===== src/rtl/dcache_controller.sv =====
// Direct-mapped, write-through, no-write-allocate data cache with one-word lines.
// Read hits answer combinationally; read misses and all writes stall the CPU for a fixed memory window.
module dcache_controller #(
  parameter int INDEX_BITS  = 6,
  parameter int MEM_LATENCY = 2
) (
  input  logic        clk,
  input  logic        reset,
  input  logic [31:0] cpuAddress,
  input  logic        cpuRead,
  input  logic        cpuWrite,
  input  logic [31:0] cpuDataIn,
  output logic [31:0] cpuDataOut,
  output logic        cpuStall,
  output logic [31:0] memAddress,
  output logic        memReadEnable,
  output logic        memWriteEnable,
  output logic [31:0] memDataOut,
  input  logic [31:0] memDataIn
);

  localparam int LINES = 1 << INDEX_BITS;
  localparam int TAG_W = 30 - INDEX_BITS;
  localparam int CNT_W = (MEM_LATENCY > 1) ? $clog2(MEM_LATENCY) : 1;

  typedef enum logic [1:0] {IDLE, RD_MISS, WR_THRU, DONE} state_t;

  state_t             state_q, state_d;
  logic [CNT_W-1:0]   cnt_q, cnt_d;
  logic [31:0]        addr_q, addr_d;
  logic [31:0]        data_q, data_d;
  logic [31:0]        result_q, result_d;
  logic               rd_q, rd_d;
  logic [LINES-1:0]   valid_q;

  logic [TAG_W-1:0]   tag_mem  [LINES];
  logic [31:0]        data_mem [LINES];

  logic [INDEX_BITS-1:0] req_index, lat_index;
  logic [TAG_W-1:0]      req_tag, lat_tag;
  logic                  hit, last_cycle, wr_hit, fill;
  logic                  unused_addr_bits;

  assign req_index        = cpuAddress[INDEX_BITS+1:2];
  assign req_tag          = cpuAddress[31:INDEX_BITS+2];
  assign lat_index        = addr_q[INDEX_BITS+1:2];
  assign lat_tag          = addr_q[31:INDEX_BITS+2];
  assign hit              = valid_q[req_index] && (tag_mem[req_index] == req_tag);
  assign last_cycle       = (cnt_q == CNT_W'(MEM_LATENCY - 1));
  assign unused_addr_bits = ^cpuAddress[1:0];

  // Memory side is driven only from latched registers so it stays stable for the whole window.
  assign memAddress = addr_q;
  assign memDataOut = data_q;

  always_comb begin
    state_d        = state_q;
    cnt_d          = cnt_q;
    addr_d         = addr_q;
    data_d         = data_q;
    result_d       = result_q;
    rd_d           = rd_q;
    cpuStall       = 1'b0;
    cpuDataOut     = 32'h0;
    memReadEnable  = 1'b0;
    memWriteEnable = 1'b0;
    wr_hit         = 1'b0;
    fill           = 1'b0;

    case (state_q)
      IDLE: begin
        if (cpuRead) begin
          // A simultaneous write is dropped: the access is a plain read.
          if (hit) begin
            cpuDataOut = data_mem[req_index];
          end else begin
            cpuStall = 1'b1;
            addr_d   = {cpuAddress[31:2], 2'b00};
            rd_d     = 1'b1;
            cnt_d    = '0;
            state_d  = RD_MISS;
          end
        end else if (cpuWrite) begin
          cpuStall = 1'b1;
          addr_d   = {cpuAddress[31:2], 2'b00};
          data_d   = cpuDataIn;
          rd_d     = 1'b0;
          wr_hit   = hit;
          cnt_d    = '0;
          state_d  = WR_THRU;
        end
      end
      RD_MISS: begin
        cpuStall      = 1'b1;
        memReadEnable = 1'b1;
        if (last_cycle) begin
          fill     = 1'b1;
          result_d = memDataIn;
          cnt_d    = '0;
          state_d  = DONE;
        end else begin
          cnt_d = cnt_q + CNT_W'(1);
        end
      end
      WR_THRU: begin
        cpuStall       = 1'b1;
        memWriteEnable = 1'b1;
        if (last_cycle) begin
          cnt_d   = '0;
          state_d = DONE;
        end else begin
          cnt_d = cnt_q + CNT_W'(1);
        end
      end
      DONE: begin
        cpuDataOut = rd_q ? result_q : 32'h0;
        cnt_d      = '0;
        state_d    = IDLE;
      end
      default: begin
        state_d = IDLE;
        cnt_d   = '0;
      end
    endcase

    // While reset is held the CPU sees an idle, non-stalling cache.
    if (reset) begin
      cpuStall   = 1'b0;
      cpuDataOut = 32'h0;
      wr_hit     = 1'b0;
      fill       = 1'b0;
    end
  end

  always_ff @(posedge clk or posedge reset) begin
    if (reset) begin
      state_q  <= IDLE;
      cnt_q    <= '0;
      addr_q   <= 32'h0;
      data_q   <= 32'h0;
      result_q <= 32'h0;
      rd_q     <= 1'b0;
      valid_q  <= '0;
    end else begin
      state_q  <= state_d;
      cnt_q    <= cnt_d;
      addr_q   <= addr_d;
      data_q   <= data_d;
      result_q <= result_d;
      rd_q     <= rd_d;
      if (fill) begin
        valid_q[lat_index] <= 1'b1;
      end
    end
  end

  always_ff @(posedge clk) begin
    if (wr_hit) begin
      data_mem[req_index] <= cpuDataIn;
    end
    if (fill) begin
      data_mem[lat_index] <= memDataIn;
      tag_mem[lat_index]  <= lat_tag;
    end
  end

endmodule


===== config.mk =====
export PLATFORM = sky130hd
export DESIGN_NAME = dcache_controller
export DESIGN_NICKNAME = d
export VERILOG_FILES = /design/src/rtl/dcache_controller.sv
export SDC_FILE = /design/constraint.sdc
export NUM_CORES = 2
export LEC_CHECK = 0
export CORE_MARGIN = 2
export CORE_UTILIZATION = 62
export CTS_CLUSTER_DIAMETER = 80
export DETAILED_ROUTE_END_ITERATION = 6
export PLACE_DENSITY = 0.83
export REMOVE_ABC_BUFFERS = 1
export SETUP_SLACK_MARGIN = 0.02
export SLEW_MARGIN = 10
export SYNTH_ARGS = -nofsm -noshare
export SYNTH_HDL_FRONTEND = slang
export SYNTH_SLANG_ARGS = --single-unit

===== constraint.sdc =====
create_clock -name clk -period 7.8 [get_ports clk]
set_clock_uncertainty 0.2 [all_clocks]
set_input_delay 1.56 -clock clk [delete_from_list [all_inputs] [get_ports clk]]
set_output_delay 1.56 -clock clk [all_outputs]
set_load 0.03 [all_outputs]

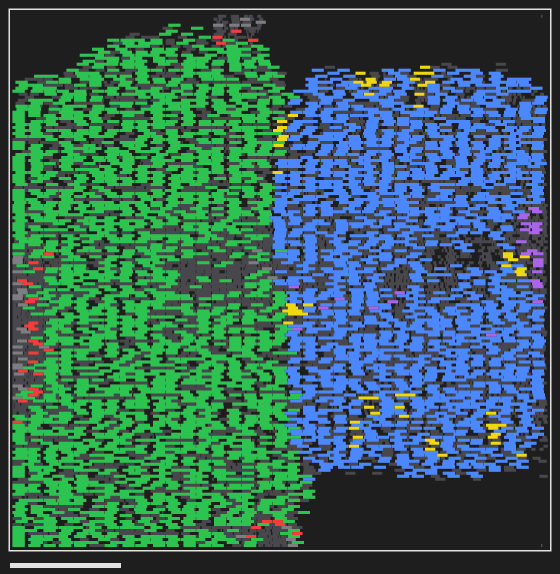
(images/flops_by_reg.png)
Bar = 100 um. Other sequential cells in the stronger gray, the rest of the logic in the fainter gray.
red -> `result_q`  # placed flops 32
blue -> `tag_mem`  # placed flops 1,536
yellow -> `valid_q`  # placed flops 64
purple -> `memAddress`  # placed flops 30
green -> `data_mem`  # placed flops 2,048

==> PnR_summary.wiki <==
== Flow metrics ==
{| class="wikitable"
! Metric !! Value
|-
| Outcome || finished with violations
|-
| Violated checks || design-rule violations, max-capacitance violations, max-slew violations, negative setup slack
|-
| Number of iterations in the first detailed-routing pass || 7
|-
| Power attributed to the clock group || 18.0 mW
|-
| Ordered cell list for the critical path || buf_12, buf_12, mux4_2, mux2i_1, a22oi_1, o221ai_1, xnor2_1, or4b_1, nor4_1, buf_4, nand3_2, buf_12, o21ai_0, buf_4, buf_12
|-
| Final setup slack of the worst path || -0.0471 ns
|-
| Relative slew margins || -6.94%
|-
| Total number of yosys warnings || 0
|-
| Die height || 488 um
|-
| Comb power || 6.54 mW
|-
| Transition time at the pin with the least slew margin || 1.59 ns
|-
| Most used cell along the critical path || sky130_fd_sc_hd__buf_12
|-
| Final max-slew violation count || 5
|-
| Tap cell count || 3,132
|-
| Largest stage delay on the critical path || 0.54 ns
|-
| Buffers and inverters on the worst path || 6
|-
| Post-placement setup slack || -0.0845 ns
|-
| Core outline area || 0.233 mm^2
|-
| Final-layout clock-cell area share || 7.01%
|-
| Post-synth area from yosys stat || 0.145 mm^2
|-
| Met2 usage || 62.4%
|-
| Register-to-Register Path Depth || 14
|-
| Detailed-routed wire length on met3 || 67.2 mm
|-
| Top cells by area || sky130_fd_sc_hd__edfxtp_1, sky130_fd_sc_hd__mux4_2, sky130_fd_sc_hd__dfrtp_1, sky130_fd_sc_hd__mux2i_1, sky130_fd_sc_hd__mux2_2
|-
| Top cells excl fill/tap || sky130_fd_sc_hd__edfxtp_1, sky130_fd_sc_hd__mux4_2, sky130_fd_sc_hd__buf_4
|-
| Biggest area consumer among synthesized cells || sky130_fd_sc_hd__edfxtp_1
|-
| Hold path startpoint || valid_q[2]
|-
| Total overflow reported by the global router || 0
|-
| Multi-input logic area || 0.0329 mm^2
|-
| Number of top-level pins || 199
|-
| Synth flops || 3,746
|-
| Instance count on the critical path || 15
|-
| Summed negative setup slack over all endpoints || -0.112 ns
|-
| Count of nets left with antenna violations after detail routing || 0
|-
| Unrepaired setup endpoints after global routing || yes
|-
| Flop share of the area || 66.3%
|-
| First-pass GRT wire length || 649 mm
|-
| Root buffer cell || sky130_fd_sc_hd__clkbuf_16
|-
| Number of clock buffers in the layout || 475
|-
| Area of the mapped netlist || 0.145 mm^2
|-
| Final count of negative-setup-slack endpoints || 5
|-
| Share of final layout cell area taken by non-clock buffers || 4.76%
|-
| HPWL after detailed placement || 249 mm
|-
| Synthesis-to-finish area growth || 15.8%
|-
| Share of the clock period used by the worst path || 101%
|-
| H-Tree Level Count || 5
|-
| Yosys stat cell total || 6,653
|-
| Starting DRC count in detailed routing || 15,300
|-
| Residual DRC count || 101
|-
| Clock sinks || 3,746
|-
| Amount of wire on met2 after detailed routing || 222 mm
|-
| Number of cells in the design after placement || 10,200
|-
| GRT busiest layer || met2
|-
| Worst-path cell with the longest stage delay || sky130_fd_sc_hd__mux2i_1
|-
| Syn avg cell area || 21.9 um^2
|-
| Cell Area, Placed || 0.157 mm^2
|-
| Worst Setup End Kind || output port
|-
| Via count of the first global-routing pass || 82,100
|-
| Number of max-cap violations || 1
|-
| Number of flops mapped to enable cells by yosys || 3,584
|-
| Final core area utilization || 72.3%
|-
| Ranking of synthesized cells by instance count || sky130_fd_sc_hd__edfxtp_1, sky130_fd_sc_hd__mux4_2, sky130_fd_sc_hd__mux2i_1
|-
| Logic inverters || 16
|-
| MI comb cells || 2,527
|-
| Die Size || 0.238 mm^2
|-
| Top routing layer in use || met5
|-
| Tool warnings || 47
|-
| Placer Congestion || 0.990
|-
| End point of the most critical hold path || valid_q[2]
|-
| Count leader, synth || sky130_fd_sc_hd__edfxtp_1
|-
| Floorplan row count || 177
|-
| DRT met1 WL || 136 mm
|}
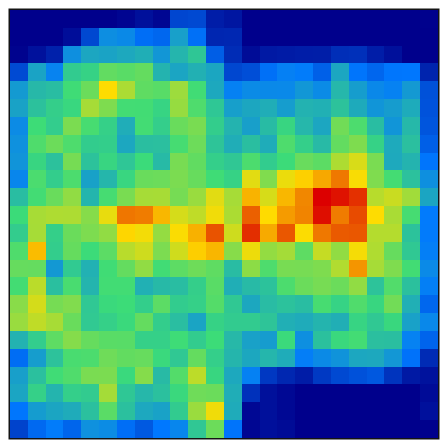
(images/metal_density.png)
The die is cut into 24 by 24 equal tiles; dark blue is low, red is high, scaled to the fullest tile. Values are wire area over tile area, all layers added.
fullest tile = 0.90
mean over tiles = 0.37
tiles over half the peak = 37%
nearly empty tiles = 11%
vias: 81,500
average detailed-routed wire length per instance: 43.7 um
wire length after detailed routing: 473 mm
total global routing track utilization: 40.0%

==> flip-flops by register name (all words and copies together), names as in the netlist <==
signal,cells
result_q,32
data_mem,2048
memDataOut,32
valid_q,64
state_q,2
tag_mem,1536
cnt_q,1
memAddress,30
rd_q,1
==> cell families (layout without fill, tap and decap cells) <==
group                    after synthesis  count (layout)  synth area share (%)
adder cells (fa/ha/maj)                5               5                0.0430
XOR/XNOR                              25              25                 0.151
other                                  1              14               0.00258
AND-OR/OR-AND                        444             444                  2.05
flip-flops                          3746            3746                  76.8
AND/OR/NAND/NOR                      679             679                  2.22
multiplexers                        1372            1372                  17.5
buffers and inverters                381            1401                  1.30
==> timing repair <==
item / 4_1_cts / 5_1_grt
buffers inserted: 0 / 1
endpoints found under the setup margin: 31 / 32
resized: 6 / 15
pin swaps: 0 / 1
No activity file was given, so power comes from the tool's default toggle rates.
